===== config.mk =====
export PLATFORM = sky130hd
export DESIGN_NAME = board_scanner
export DESIGN_NICKNAME = d
export VERILOG_FILES = /design/src/rtl/game_2048_pkg.sv /design/src/rtl/vga_timing.sv /design/src/rtl/board_scanner.sv
export SDC_FILE = /design/constraint.sdc
export NUM_CORES = 1
export LEC_CHECK = 0
export ABC_AREA = 1
export CAP_MARGIN = 10
export CORE_UTILIZATION = 54
export DETAILED_ROUTE_END_ITERATION = 16
export PLACE_DENSITY_LB_ADDON = 0.05
export REMOVE_ABC_BUFFERS = 1
export SYNTH_ARGS = -nofsm -noshare
export SYNTH_HDL_FRONTEND = slang
export SYNTH_HIERARCHICAL = 1
export SYNTH_SLANG_ARGS = --single-unit

===== constraint.sdc =====
create_clock -name clk -period 20.4 [get_ports clk]
set_clock_uncertainty 0.1 [all_clocks]
set_input_delay 5.1 -clock clk [delete_from_list [all_inputs] [get_ports clk]]
set_output_delay 5.1 -clock clk [all_outputs]
set_load 0.03 [all_outputs]

===== src/rtl/game_2048_pkg.sv =====
// Shared VGA 640x480@60 timing constants and board types for the 2048 video path.
package game_2048_pkg;

   localparam int H_ACTIVE = 640;
   localparam int H_FP     = 16;
   localparam int H_SYNC   = 96;
   localparam int H_BP     = 48;
   localparam int H_TOTAL  = H_ACTIVE + H_FP + H_SYNC + H_BP;

   localparam int V_ACTIVE = 480;
   localparam int V_FP     = 10;
   localparam int V_SYNC   = 2;
   localparam int V_BP     = 33;
   localparam int V_TOTAL  = V_ACTIVE + V_FP + V_SYNC + V_BP;

   localparam int BOARD_N  = 4;
   localparam int TILE_W   = 12;

   typedef logic [TILE_W-1:0] tile_t;

endpackage


===== src/rtl/vga_timing.sv =====
// Pixel-rate divider and VGA raster counters with registered sync pulses.
module vga_timing
   import game_2048_pkg::*;
#(
   parameter int CLK_DIV = 2
) (
   input  logic       clk,
   input  logic       rst,
   output logic       tick,
   output logic [9:0] x,
   output logic [9:0] y,
   output logic [9:0] x_nxt,
   output logic [9:0] y_nxt,
   output logic       hsync,
   output logic       vsync,
   output logic       video_on,
   output logic       frame_start
);

   localparam int DIV_W = (CLK_DIV > 1) ? $clog2(CLK_DIV) : 1;

   logic [DIV_W-1:0] div;
   logic             x_last;
   logic             y_last;

   assign tick   = (div == DIV_W'(CLK_DIV - 1));
   assign x_last = (x == 10'(H_TOTAL - 1));
   assign y_last = (y == 10'(V_TOTAL - 1));

   always_comb begin
      x_nxt = x_last ? '0 : x + 10'd1;
      y_nxt = y;
      if (x_last) begin
         y_nxt = y_last ? '0 : y + 10'd1;
      end
   end

   // Held low during reset so no output claims a visible pixel before the raster starts.
   assign video_on = ~rst & (x < 10'(H_ACTIVE)) & (y < 10'(V_ACTIVE));

   always_ff @(posedge clk or posedge rst) begin
      if (rst) begin
         div         <= '0;
         x           <= '0;
         y           <= '0;
         hsync       <= 1'b1;
         vsync       <= 1'b1;
         frame_start <= 1'b0;
      end else begin
         div         <= tick ? '0 : div + 1'b1;
         frame_start <= tick && (x_nxt == '0) && (y_nxt == '0);
         if (tick) begin
            x     <= x_nxt;
            y     <= y_nxt;
            hsync <= !((x_nxt >= 10'(H_ACTIVE + H_FP)) &&
                       (x_nxt <  10'(H_ACTIVE + H_FP + H_SYNC)));
            vsync <= !((y_nxt >= 10'(V_ACTIVE + V_FP)) &&
                       (y_nxt <  10'(V_ACTIVE + V_FP + V_SYNC)));
         end
      end
   end

endmodule


===== src/rtl/board_scanner.sv =====
// Raster front end of the 2048 renderer: tracks the tile under the beam with counters
// and serves tile values from a snapshot taken once per frame at the start of vblank.
module board_scanner
   import game_2048_pkg::*;
#(
   parameter int CLK_DIV  = 2,
   parameter int BOARD_X0 = 100,
   parameter int BOARD_Y0 = 20,
   parameter int CELL     = 110,
   parameter int MARGIN   = 5,
   parameter int GLYPH    = 100
) (
   input  logic                           clk,
   input  logic                           rst,
   input  logic [BOARD_N*BOARD_N*TILE_W-1:0] board,
   output logic                           hsync,
   output logic                           vsync,
   output logic                           video_on,
   output logic [9:0]                     x,
   output logic [9:0]                     y,
   output logic                           in_board,
   output logic [TILE_W-1:0]              number,
   output logic [9:0]                     x_offset,
   output logic [9:0]                     y_offset,
   output logic                           active_pixel,
   output logic                           frame_start
);

   localparam int CW = $clog2(CELL);

   logic          tick;
   logic [9:0]    x_nxt;
   logic [9:0]    y_nxt;
   logic          line_wrap;

   logic [2:0]    col, row;
   logic [CW-1:0] cell_x, cell_y;
   logic [9:0]    tile_x0, tile_y0;
   logic          run_x, run_y;
   tile_t         snap [BOARD_N*BOARD_N];

   logic          glyph_x, glyph_y;

   vga_timing #(.CLK_DIV(CLK_DIV)) u_timing (
      .clk         (clk),
      .rst         (rst),
      .tick        (tick),
      .x           (x),
      .y           (y),
      .x_nxt       (x_nxt),
      .y_nxt       (y_nxt),
      .hsync       (hsync),
      .vsync       (vsync),
      .video_on    (video_on),
      .frame_start (frame_start)
   );

   assign line_wrap = tick && (x_nxt == '0);

   // Column tracking; col saturates at BOARD_N so a long right margin never aliases back in.
   always_ff @(posedge clk or posedge rst) begin
      if (rst) begin
         col     <= '0;
         cell_x  <= '0;
         tile_x0 <= '0;
         run_x   <= 1'b0;
      end else if (tick) begin
         if (x_nxt == 10'(BOARD_X0)) begin
            col     <= '0;
            cell_x  <= '0;
            tile_x0 <= 10'(BOARD_X0);
            run_x   <= 1'b1;
         end else if (x_nxt == '0) begin
            run_x   <= 1'b0;
         end else if (run_x) begin
            if (cell_x == CW'(CELL - 1)) begin
               cell_x <= '0;
               if (col != 3'(BOARD_N)) begin
                  col     <= col + 3'd1;
                  tile_x0 <= tile_x0 + 10'(CELL);
               end
            end else begin
               cell_x <= cell_x + 1'b1;
            end
         end
      end
   end

   always_ff @(posedge clk or posedge rst) begin
      if (rst) begin
         row     <= '0;
         cell_y  <= '0;
         tile_y0 <= '0;
         run_y   <= 1'b0;
      end else if (line_wrap) begin
         if (y_nxt == 10'(BOARD_Y0)) begin
            row     <= '0;
            cell_y  <= '0;
            tile_y0 <= 10'(BOARD_Y0);
            run_y   <= 1'b1;
         end else if (y_nxt == '0) begin
            run_y   <= 1'b0;
         end else if (run_y) begin
            if (cell_y == CW'(CELL - 1)) begin
               cell_y <= '0;
               if (row != 3'(BOARD_N)) begin
                  row     <= row + 3'd1;
                  tile_y0 <= tile_y0 + 10'(CELL);
               end
            end else begin
               cell_y <= cell_y + 1'b1;
            end
         end
      end
   end

   // Copy at the first blanked line so tile values are frozen for the whole visible frame.
   always_ff @(posedge clk or posedge rst) begin
      if (rst) begin
         for (int i = 0; i < BOARD_N*BOARD_N; i++) snap[i] <= '0;
      end else if (line_wrap && (y_nxt == 10'(V_ACTIVE))) begin
         for (int i = 0; i < BOARD_N*BOARD_N; i++) snap[i] <= board[TILE_W*i +: TILE_W];
      end
   end

   assign in_board = run_x & run_y & (col < 3'(BOARD_N)) & (row < 3'(BOARD_N));
   assign glyph_x  = (cell_x >= CW'(MARGIN)) && (cell_x <= CW'(MARGIN + GLYPH - 1));
   assign glyph_y  = (cell_y >= CW'(MARGIN)) && (cell_y <= CW'(MARGIN + GLYPH - 1));

   assign number       = in_board ? snap[{row[1:0], col[1:0]}] : '0;
   assign x_offset     = in_board ? tile_x0 + 10'(MARGIN) : '0;
   assign y_offset     = in_board ? tile_y0 + 10'(MARGIN) : '0;
   assign active_pixel = video_on & in_board & glyph_x & glyph_y;

endmodule


==> deck_impl_summary.md, run 1 <==
Physical Implementation Snapshot

Route
  • DR WL/cell: 15.8 um
  • Met3 wire length: 2470 um
  • DRC viols: 0
  • DR pass1 iterations: 7
  • DRT Wirelength: 40100 um
  • Met2 wire length: 18800 um
  • WL met1: 17800 um
  • Vias per cell: 5.48
  • 1st-iter DRT viols: 1373
  • Post-DRT Antenna Nets: 0
  • Max layer used: met4

Logic synthesis
  • Adder Area Share: 1.41%
  • Top non-seq family: simple AND/OR/NAND/NOR gates
  • Number of synthesized register bits: 256
  • Post-synth top cells: nand2_1 (630), nand3_1 (307), nor2_1 (279), dfrtp_1 (254), o21ai_0 (136)
  • YS chip area: 14200 um^2
  • Synth top area cells: dfrtp_1 (45%), nand2_1 (17%), nand3_1 (11%)
  • Post-synth ARST share: 100%
  • Post-Syn Instances: 1998
  • Mux area share: 0%
  • Cell Type Count: 39
  • Simple-Gate Area Share: 38.8%
  • AO/OA Area Share: 7.01%
  • Seq/Total Area, Yosys: 45.0%
  • Yosys cell count: 1998
  • Ys flop type: dfrtp_1
  • Synthesized area per cell: 7.13 um^2
  • Ys Warns: 6
  • EDFF count, synth: 0
  • Top cell type by total area after synthesis: dfrtp_1
  • Largest type area fraction: 44.6%
  • Synth Area in XOR/XNOR: 0.738%

Run status
  • Status: complete, no violations

Die
  • Tapcell Cnt: 335
  • Core ar.: 26000 um^2
  • I/O pins: 252
  • Core Rows: 59
  • FP Util: 54.8%
  • Die height: 164 um
  • Die area: 27000 um^2
  • Die Wd: 164 um

Cells and area
  • Sequential share of cell area: 36.1%
  • Clk_buf instances: 45
  • Inverters, non-clock: 114
  • Biggest Area Class: logic gates
  • Comb area share: 38.6%
  • Highest-count logic cell in the final layout: nand2_1
  • Util after Layout: 68.3%
  • Non-clk bufs: 263
  • Comb area: 6840 um^2
  • Non-Filler Instances: 2534
  • Multi-Input Combinational: 1510
  • Final #Nets: 2384
  • Registers: 256
  • Layout cell share with drive strength beyond 1: 5.33%
  • Clock buf/inv share: 5.76%
  • Non-clock buffer share: 14.7%
  • Filler Cell Count: 2243
  • Post-Layout Inst Area: 17700 um^2
  • Register Area: 6410 um^2
  • Commonest cells after routing, fill and taps aside: nand2_1 (629), nand3_1 (307), nor2_1 (279)

Setup path
  • Critical Path Start Type: input port
  • CP endpoint: active_pixel
  • Required time of the worst setup path: 15200 ps
  • Crit path capture type: output pin
  • R2R Path Start: u_timing/x[0]
  • Kind of critical path: input port to output pin
  • RR Endpoint: tile_y0[9]
  • R2r worst-path depth: 14
  • Critical path peak fanout: 3
  • CP startpoint: rst
  • Worst Path Arrival: 7290 ps

Job
  • Number of max-cap violations: 0
  • Log Warnings: 42

Place
  • Final HPWL DP: 25200 um
  • Port bufs: 251
  • Gpl congestion: 0.916
  • Placed inst area: 16700 um^2
  • Placed Cells: 2478

Clock network
  • Clk_lat worst skew: 560 ps
  • CTS clk-pin slew, worst paths: 60 ps
  • CTS Sinks: 256
  • # hold bufs at CTS: 0
  • CTS Buf Count: 29
  • Htree depth: 1
  • Clock root cell: clkbuf_16
  • CTS Buffer Depth: 3
  • CTS tree: done

STA
  • Relative slew slack: 16.7%
  • Setup_tns: 0 ps
  • Max Clk Rate: 0.0801 GHz
  • Fin crit period: 12490 ps
  • Worst hold slack: 364 ps
  • Final tally of max-slew violations: 0
  • Final hold viol count: 0
  • Crit share post-route: 61.2%
  • Worst-Margin Slew: 1250 ps
  • Setup WS post-layout: 7910 ps

GRT
  • Gr usage total: 29.7%
  • Initial antenna violation count: 0
  • Grt met2 use: 47.3%
  • Grt met3 use: 3.54%
  • Largest net degree at the start of global routing: 115

Hold path
  • Worst hold path class: register to register
  • Hold_sp: snap[80]
  • Hold EP: snap[80]

Pwr
  • Pwr per Cell Area: 62.5 nW/um^2
  • Post-layout total power: 0.00111 W
  • Pleak: 8.08 nW
  • IR drop worst, VDD: 0.0000690 V
## run 1: critical path, cell delays in order
cell and delay [ps]:
clkdlybuf4s50_1 530, nor4_1 600, nand4_1 230, nor2_1 150
clkdlybuf4s50_1 680
## run 1: sequential cells by signal (all words and copies together), names as in the netlist
signal	count
u_timing/tick	1
u_timing/frame_start	1
u_timing/vsync	1
u_timing/hsync	1
row	3
u_timing/x	10
u_timing/y	10
tile_y0	9
col	3
cell_y	7
cell_x	7
run_y	1
tile_x0	9
run_x	1
snap	192
## run 1: report_power, final
part / total, W / switching, W / leakage, nW / internal, W
sequential: 0.000508 / 0 / 2.55 / 0.000508
clock: 0.000550 / 0.000213 / 0.506 / 0.000337
combinational: 0.0000508 / 0.0000181 / 5.03 / 0.0000327
total: 0.00111 / 0.000231 / 8.08 / 0.000877
==> run_1/layer_met1.png <==
Scale bar: 50 um. Supply wires on this layer in grey.
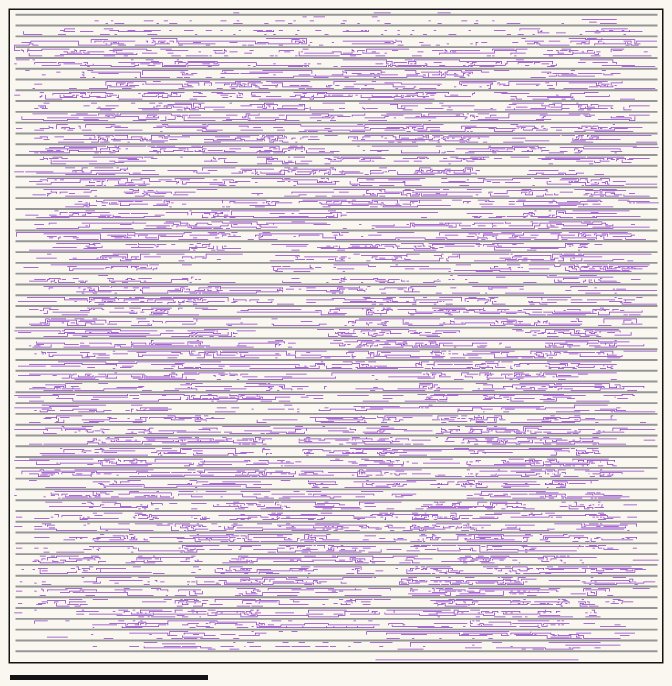
longest straight run = 53.4 um
wire length on this layer = 17800 um
nets with wire on the layer = 2094
main direction = horizontal
share of all routed wire = 44%

==> run_1/layer_met2.png <==
Cells faint in the background.
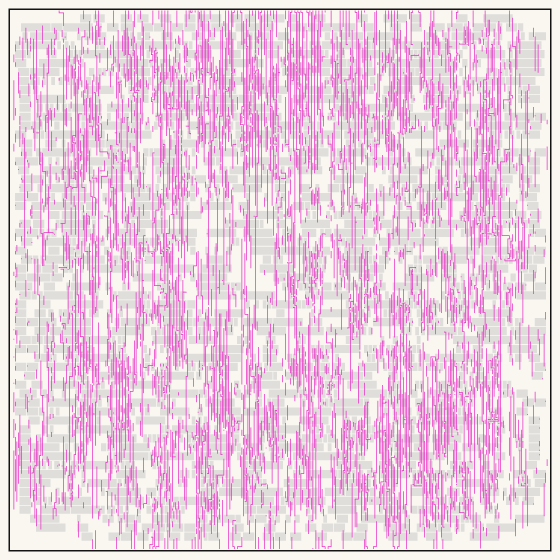
main direction = vertical
share of all routed wire = 47%
nets with wire on the layer = 1784
wire length on this layer = 18800 um

==> run_1/layer_met3.png <==
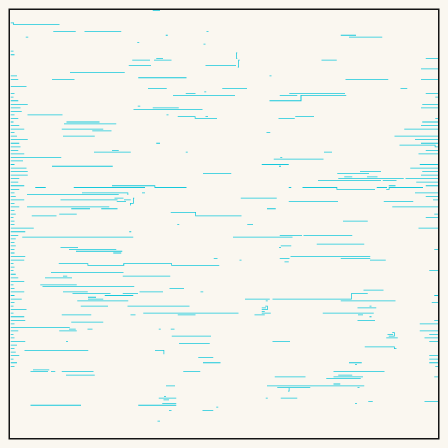
longest straight run = 42.3 um
nets with wire on the layer = 232
share of all routed wire = 6.2%
wire length on this layer = 2470 um
main direction = horizontal

==> run_1/layer_met4.png <==
Scale bar: 50 um. Supply wires on this layer in grey.
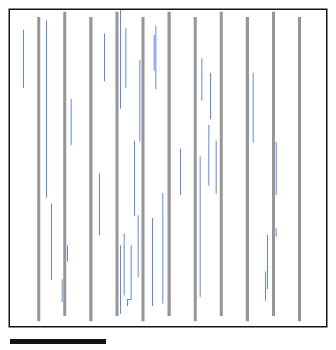
longest straight run = 91.8 um
nets with wire on the layer = 22

## Run 2: what changed since run 1
==> constraint.sdc (replaced) <==
create_clock -name clk -period 11.9 [get_ports clk]
set_clock_uncertainty 0.1 [all_clocks]
set_input_delay 2.975 -clock clk [delete_from_list [all_inputs] [get_ports clk]]
set_output_delay 2.975 -clock clk [all_outputs]
set_load 0.03 [all_outputs]
==> run_2/layer_met3.png <==
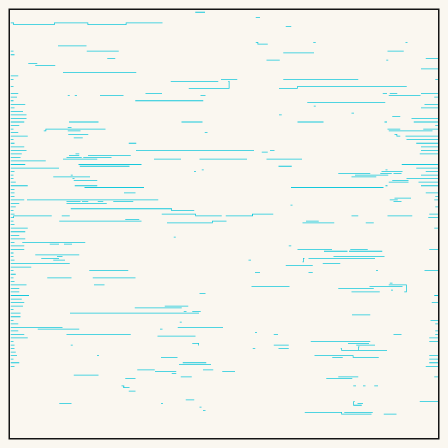
main direction = horizontal
longest straight run = 50.1 um
wire length on this layer = 2300 um
share of all routed wire = 5.7%

==> run_2/layer_met4.png <==
Scale bar: 50 um. Supply wires on this layer in grey.
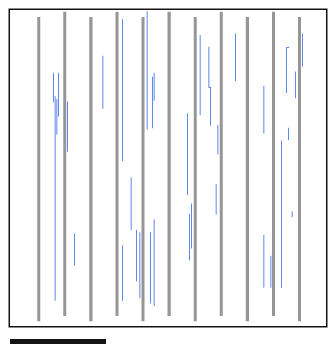
main direction = vertical
share of all routed wire = 2.6%

==> run 2 against run 1 <==
The flow now finishes with violations (DRC); core utilization hardly changed; non-clock buffer count unchanged; die size stayed put; sequential cell count did not move; area after synthesis stayed put; synthesized cell count did not move; register-to-register slack got worse by 8300 ps; critical path type unchanged; largest cell class unchanged; largest power group unchanged.
==> deck_impl_summary.md, run 2 <==
Physical Implementation Snapshot

Run status
  • Status: finished, violations left
  • Failing checks: DRC

STA
  • Fin crit period: 8230 ps
  • Final hold viol count: 0 (unchanged)
  • Max Clk Rate: 0.122 GHz
  • Setup WS post-layout: 3680 ps (-4240 ps)
  • Relative slew slack: 22.6% (+5.8 points)
  • Setup_tns: 0 ps (unchanged)
  • Crit share post-route: 69.1%
  • Worst hold slack: 364 ps (+0.148 ps)
  • Final tally of max-slew violations: 0 (unchanged)
  • Worst-Margin Slew: 1160 ps (-87.5 ps)

Die
  • Die area: 27000 um^2 (unchanged)
  • Tapcell Cnt: 335 (unchanged)
  • Die Wd: 164 um (unchanged)
  • Core Rows: 59 (unchanged)
  • FP Util: 54.8% (unchanged)
  • Die height: 164 um (unchanged)
  • I/O pins: 252 (unchanged)

Place
  • Placed Cells: 2478 (unchanged)
  • Gpl congestion: 0.914 (-0.21%)
  • Final HPWL DP: 25200 um (-0.11%)
  • Placed inst area: 16700 um^2 (about the same)
  • Port bufs: 251 (unchanged)

Logic synthesis
  • Yosys cell count: 1998 (unchanged)
  • Number of synthesized register bits: 256 (unchanged)
  • Post-Syn Instances: 1998 (unchanged)
  • Ys flop type: dfrtp_1
  • Post-synth top cells: nand2_1 (630), nand3_1 (307), nor2_1 (279), dfrtp_1 (254), o21ai_0 (136)
  • Post-synth ARST share: 100% (unchanged)
  • Largest type area fraction: 44.6% (unchanged)
  • Ys Warns: 6 (unchanged)
  • Synth top area cells: dfrtp_1 (45%), nand2_1 (17%), nand3_1 (11%)
  • Cell Type Count: 39 (unchanged)
  • Seq/Total Area, Yosys: 45.0% (unchanged)
  • YS chip area: 14200 um^2 (unchanged)
  • Synthesized area per cell: 7.13 um^2 (unchanged)

Cells and area
  • Biggest Area Class: logic gates
  • Non-Filler Instances: 2535 (+0.039%)
  • Comb area share: 38.6% (about the same)
  • Non-clock buffer share: 14.7% (+0.078 points)
  • Util after Layout: 68.3% (about the same)
  • Comb area: 6840 um^2 (unchanged)
  • Registers: 256 (unchanged)
  • Largest regs: snap (192), u_timing/x (10), u_timing/y (10)
  • Register Area: 6410 um^2 (unchanged)
  • Clock buf/inv share: 5.64% (-0.12 points)
  • Biggest register: snap
  • Clk_buf instances: 46 (+2.2%)
  • Highest-count logic cell in the final layout: nand2_1
  • Commonest cells after routing, fill and taps aside: nand2_1 (629), nand3_1 (307), nor2_1 (279)
  • ANT cells: 3
  • Sequential share of cell area: 36.2% (about the same)
  • Max reg flops: 192 (unchanged)
  • Post-Layout Inst Area: 17700 um^2 (about the same)

Setup path
  • Crit-path cells: clkdlybuf4s50_1 -> nor4_1 -> nand4_1 -> nor2_1 -> clkdlybuf4s50_1
  • R2r worst-path depth: 15 (+1)
  • Kind of critical path: input port to output pin
  • RR Endpoint: snap[75]
  • Worst Path Buf+Inv: 2 (unchanged)
  • Worst path top cell family by delay: buffers and inverters
  • Crit path top cell by count: clkdlybuf4s50_1
  • Critical path peak fanout: 3 (unchanged)
  • WP depth: 5 (unchanged)
  • Critical Path Start Type: input port
  • CP startpoint: rst
  • CP peak stage delay: 670 ps (about the same)
  • Crit path capture type: output pin
  • CP endpoint: active_pixel
  • R2R Path Start: u_timing/x[0]
  • Worst path slowest cell: clkdlybuf4s50_1

Route
  • 1st-iter DRT viols: 1279 (-6.8%)
  • DRT Wirelength: 40600 um (+1.2%)
  • Vias per cell: 5.51 (+0.46%)
  • DR pass1 iterations: 11 (+4)
  • DR WL/cell: 16.0 um (+1.2%)
  • Post-DRT Antenna Nets: 0 (unchanged)
  • DRC viols: 4 (+4)

Clock network
  • # hold bufs at CTS: 0 (unchanged)
  • CTS Sinks: 256 (unchanged)
  • Clock root cell: clkbuf_16
  • Clk_lat worst skew: 560 ps (about the same)
  • CTS Buffer Depth: 3 (unchanged)
  • Htree depth: 1 (unchanged)
  • CTS tree: done
  • CTS Buf Count: 29 (unchanged)

GRT
  • Initial antenna violation count: 1 (+1)
  • Grt met2 use: 48.4% (+1.1 points)
  • Largest net degree at the start of global routing: 210 (+83%)
  • Number of global-route vias before repair: 12822
  • Gr usage total: 29.9% (+0.17 points)

Pwr
  • Clk pwr: 0.000923 W (+68%)
  • Pleak: 8.08 nW (about the same)
  • Post-layout total power: 0.00188 W (+70%)
  • Seq pwr share: 46.3% (+0.5 points)
  • IR drop worst, VDD: 0.000126 V (+83%)
  • Combinational power: 0.0000871 W (+71%)
  • Highest-power group: clock
  • NetSw: 0.000397 W (+72%)
  • Combinational share of power: 4.6% (about the same)
  • Pint: 0.00148 W (+69%)
  • Pwr per Cell Area: 106 nW/um^2 (+70%)

Job
  • Log Warnings: 39 (-7.1%)

Hold path
  • Hold EP: snap[25]
  • Hold_sp: snap[25]
  • Worst hold path class: register to register
run 2: netlist changes by cell type in the layout (fill, tap and decap cells not counted), sizes merged:
cell | previous run | this run
clkbuf | 45 | 46
bufinv | 3 | 2
clkinv | 5 | 6
run 2: cells by family (layout without fill, tap and decap cells):
kind of cell | count (synthesis) | after routing | synth area share [%]
DFF | 256 | 256 | 45.0
buffers and inverters | 232 | 431 | 7.10
xor gates and xnor gates | 12 | 12 | 0.738
adders and majority gates | 16 | 16 | 1.41
AOI/OAI and AO/OA | 187 | 187 | 7.01
other | 0 | 3 | 0
and+or+nand+nor | 1295 | 1295 | 38.8
run 2: metal layers:
| layer | wire length (um) | part of all wire, % |
|---|---|---|
| met5 | 0 | 0 |
| met3 | 2300 | 5.7 |
| met1 | 18000 | 44 |
| met2 | 19200 | 47 |
| met4 | 1040 | 2.6 |
## Run 3: what changed since run 2
--- a/config.mk
+++ b/config.mk
@@ -7,7 +7,7 @@
 export LEC_CHECK = 0
 export ABC_AREA = 1
 export CAP_MARGIN = 10
-export CORE_UTILIZATION = 54
+export CORE_UTILIZATION = 49
 export DETAILED_ROUTE_END_ITERATION = 16
 export PLACE_DENSITY_LB_ADDON = 0.05
 export REMOVE_ABC_BUFFERS = 1
==> constraint.sdc (replaced) <==
create_clock -name clk -period 7.47 [get_ports clk]
set_clock_uncertainty 0.1 [all_clocks]
set_input_delay 1.8675 -clock clk [delete_from_list [all_inputs] [get_ports clk]]
set_output_delay 1.8675 -clock clk [all_outputs]
set_load 0.03 [all_outputs]
==> run 3 against run 2 <==
Non-clock buffer count fell by 1; synthesized cell count did not move; largest power group unchanged; via count fell by 1.1%; area after synthesis did not move; the run now ends clean; first-iteration DRC count fell by 2.8%; setup slack got worse by 2000 ps; worst hold slack got worse by 3.6 ps; count of clock-buffer cells in the layout fell by 1; combinational power rose by 61%; final area rose by 0.85%.
==> deck_impl_summary.md, run 3 <==
Physical Implementation Snapshot

Cells and area
  • Highest-count logic cell in the final layout: nand2_1
  • Max reg flops: 192 (unchanged)
  • Non-Filler Instances: 2581 (+1.8%)
  • Biggest register: snap
  • Largest regs: snap (192), u_timing/x (10), u_timing/y (10)
  • Commonest cells after routing, fill and taps aside: nand2_1 (629), nand3_1 (307), nor2_1 (279)

Logic synthesis
  • Adder Area Share: 1.41% (unchanged)
  • Post-synth top cells: nand2_1 (630), nand3_1 (307), nor2_1 (279), dfrtp_1 (254), o21ai_0 (136)
  • Seq/Total Area, Yosys: 45.0% (unchanged)
  • Yosys cell count: 1998 (unchanged)
  • Top non-seq family: simple AND/OR/NAND/NOR gates
  • YS chip area: 14200 um^2 (unchanged)
  • Simple-Gate Area Share: 38.8% (unchanged)
  • Synth Area in XOR/XNOR: 0.738% (unchanged)
  • Post-synth ARST share: 100% (unchanged)
  • Number of synthesized register bits: 256 (unchanged)
  • Ys Warns: 6 (unchanged)
  • Cell Type Count: 39 (unchanged)
  • AO/OA Area Share: 7.01% (unchanged)
  • Synthesized area per cell: 7.13 um^2 (unchanged)
  • Synth top area cells: dfrtp_1 (45%), nand2_1 (17%), nand3_1 (11%)

Route
  • WL met1: 18100 um (+0.64%)
  • 1st-iter DRT viols: 1243 (-2.8%)
  • DRC viols: 0 (-4)
  • Post-DRT Antenna Nets: 0 (unchanged)
  • DR pass1 iterations: 5 (-6)
  • Max layer used: met4
  • DR WL/cell: 15.8 um (-1.1%)
  • DRT Wirelength: 40900 um (+0.74%)
  • Met3 wire length: 2620 um (+14%)

GRT
  • Gr usage total: 27.6% (-2.3 points)
  • Largest net degree at the start of global routing: 211 (+0.48%)
  • Number of global-route vias before repair: 12722 (-0.78%)
  • Initial antenna violation count: 1 (unchanged)

Clock network
  • Clk_lat worst skew: 550 ps (about the same)
  • CTS Buf Count: 30 (+3.4%)
  • # hold bufs at CTS: 0 (unchanged)
  • CTS Sinks: 256 (unchanged)
  • CTS Buffer Depth: 3 (unchanged)

Die
  • Core Rows: 62 (+5.1%)
  • Die height: 172 um (+4.9%)
  • FP Util: 49.8% (-5.1 points)
  • I/O pins: 252 (unchanged)
  • Die Wd: 172 um (+4.9%)

Pwr
  • Post-layout total power: 0.00313 W (+66%)
  • Combinational share of power: 4.5% (about the same)
  • Pleak: 8.10 nW (+0.32%)
  • Clk pwr: 0.00160 W (+73%)
  • Pint: 0.00249 W (+68%)
  • Pwr per Cell Area: 175 nW/um^2 (+65%)
  • Highest-power group: clock
  • NetSw: 0.000640 W (+61%)
  • Combinational power: 0.000140 W (+61%)
  • IR drop worst, VDD: 0.000162 V (+28%)

STA
  • Setup WS post-layout: 1650 ps (-2030 ps)
  • Relative slew slack: 20.1% (-2.4 points)
  • Final hold viol count: 0 (unchanged)
  • Worst-Margin Slew: 1200 ps (+36.5 ps)
  • Max Clk Rate: 0.172 GHz
  • Setup_tns: 0 ps (unchanged)
  • Fin crit period: 5820 ps

Job
  • Log Warnings: 41 (+5.1%)

Setup path
  • Critical Path Start Type: input port
  • R2R Path Start: u_timing/x[0]
  • WP depth: 5 (unchanged)
  • R2r worst-path depth: 15 (unchanged)
  • Critical path peak fanout: 3 (unchanged)
  • Worst path top cell family by delay: buffers and inverters
  • CP peak stage delay: 680 ps (about the same)
  • Crit path capture type: output pin
  • Crit path top cell by count: clkdlybuf4s50_1
  • CP startpoint: rst
  • CP endpoint: active_pixel
  • Worst Path Buf+Inv: 2 (unchanged)
  • RR Endpoint: snap[171]

Place
  • Port bufs: 251 (unchanged)
  • Gpl congestion: 0.876 (-4.2%)
  • Placed Cells: 2526 (+1.9%)
  • Placed inst area: 16800 um^2 (+0.48%)

Run status
  • Status: complete, no violations

Hold path
  • Hold EP: snap[80]
-- run 3: routing by layer --
layer	up-vias	track usage, %
li1	6796	-
met1	6455	37.9
met2	475	44.8
met3	79	3.85
met4	0	9.23
met5	-	0
-- run 3: worst min-delay path, stage by stage (launching register included) --
cell,delay (ps)
dfrtp_1,330
nand2_1,50
nand2_1,40
-- run 3: layout make-up --
| cell class | count | area, um^2 | share of cell area (%) |
|---|---|---|---|
| flip-flops and latches | 256 | 6410 | 35.9 |
| clock buffers | 45 | 878 | 4.91 |
| clock inverters | 9 | 199 | 1.11 |
| repair buffers | 262 | 2630 | 14.7 |
| multi-input cells | 1510 | 6840 | 38.3 |
| inverters | 114 | 438 | 2.45 |
| well taps | 384 | 480 | 2.69 |
| diodes | 1 | 2.50 | 0.0140 |
==> run_3/congestion.png <==
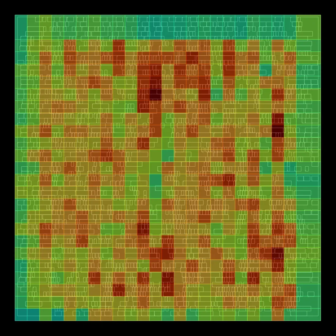
Util after Layout: 62.5%
grt met3 use: 3.85%

==> run_3/layer_met3.png <==
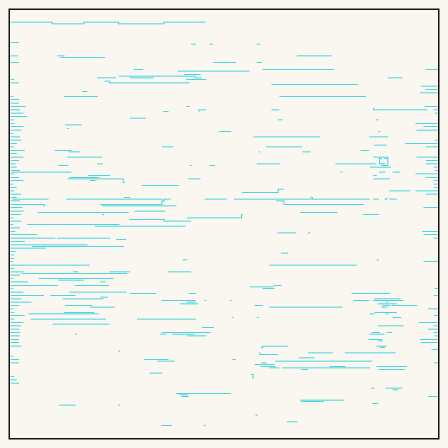
nets with wire on the layer = 239
longest straight run = 54.5 um
main direction = horizontal

Power and IR drop assume default switching activity.
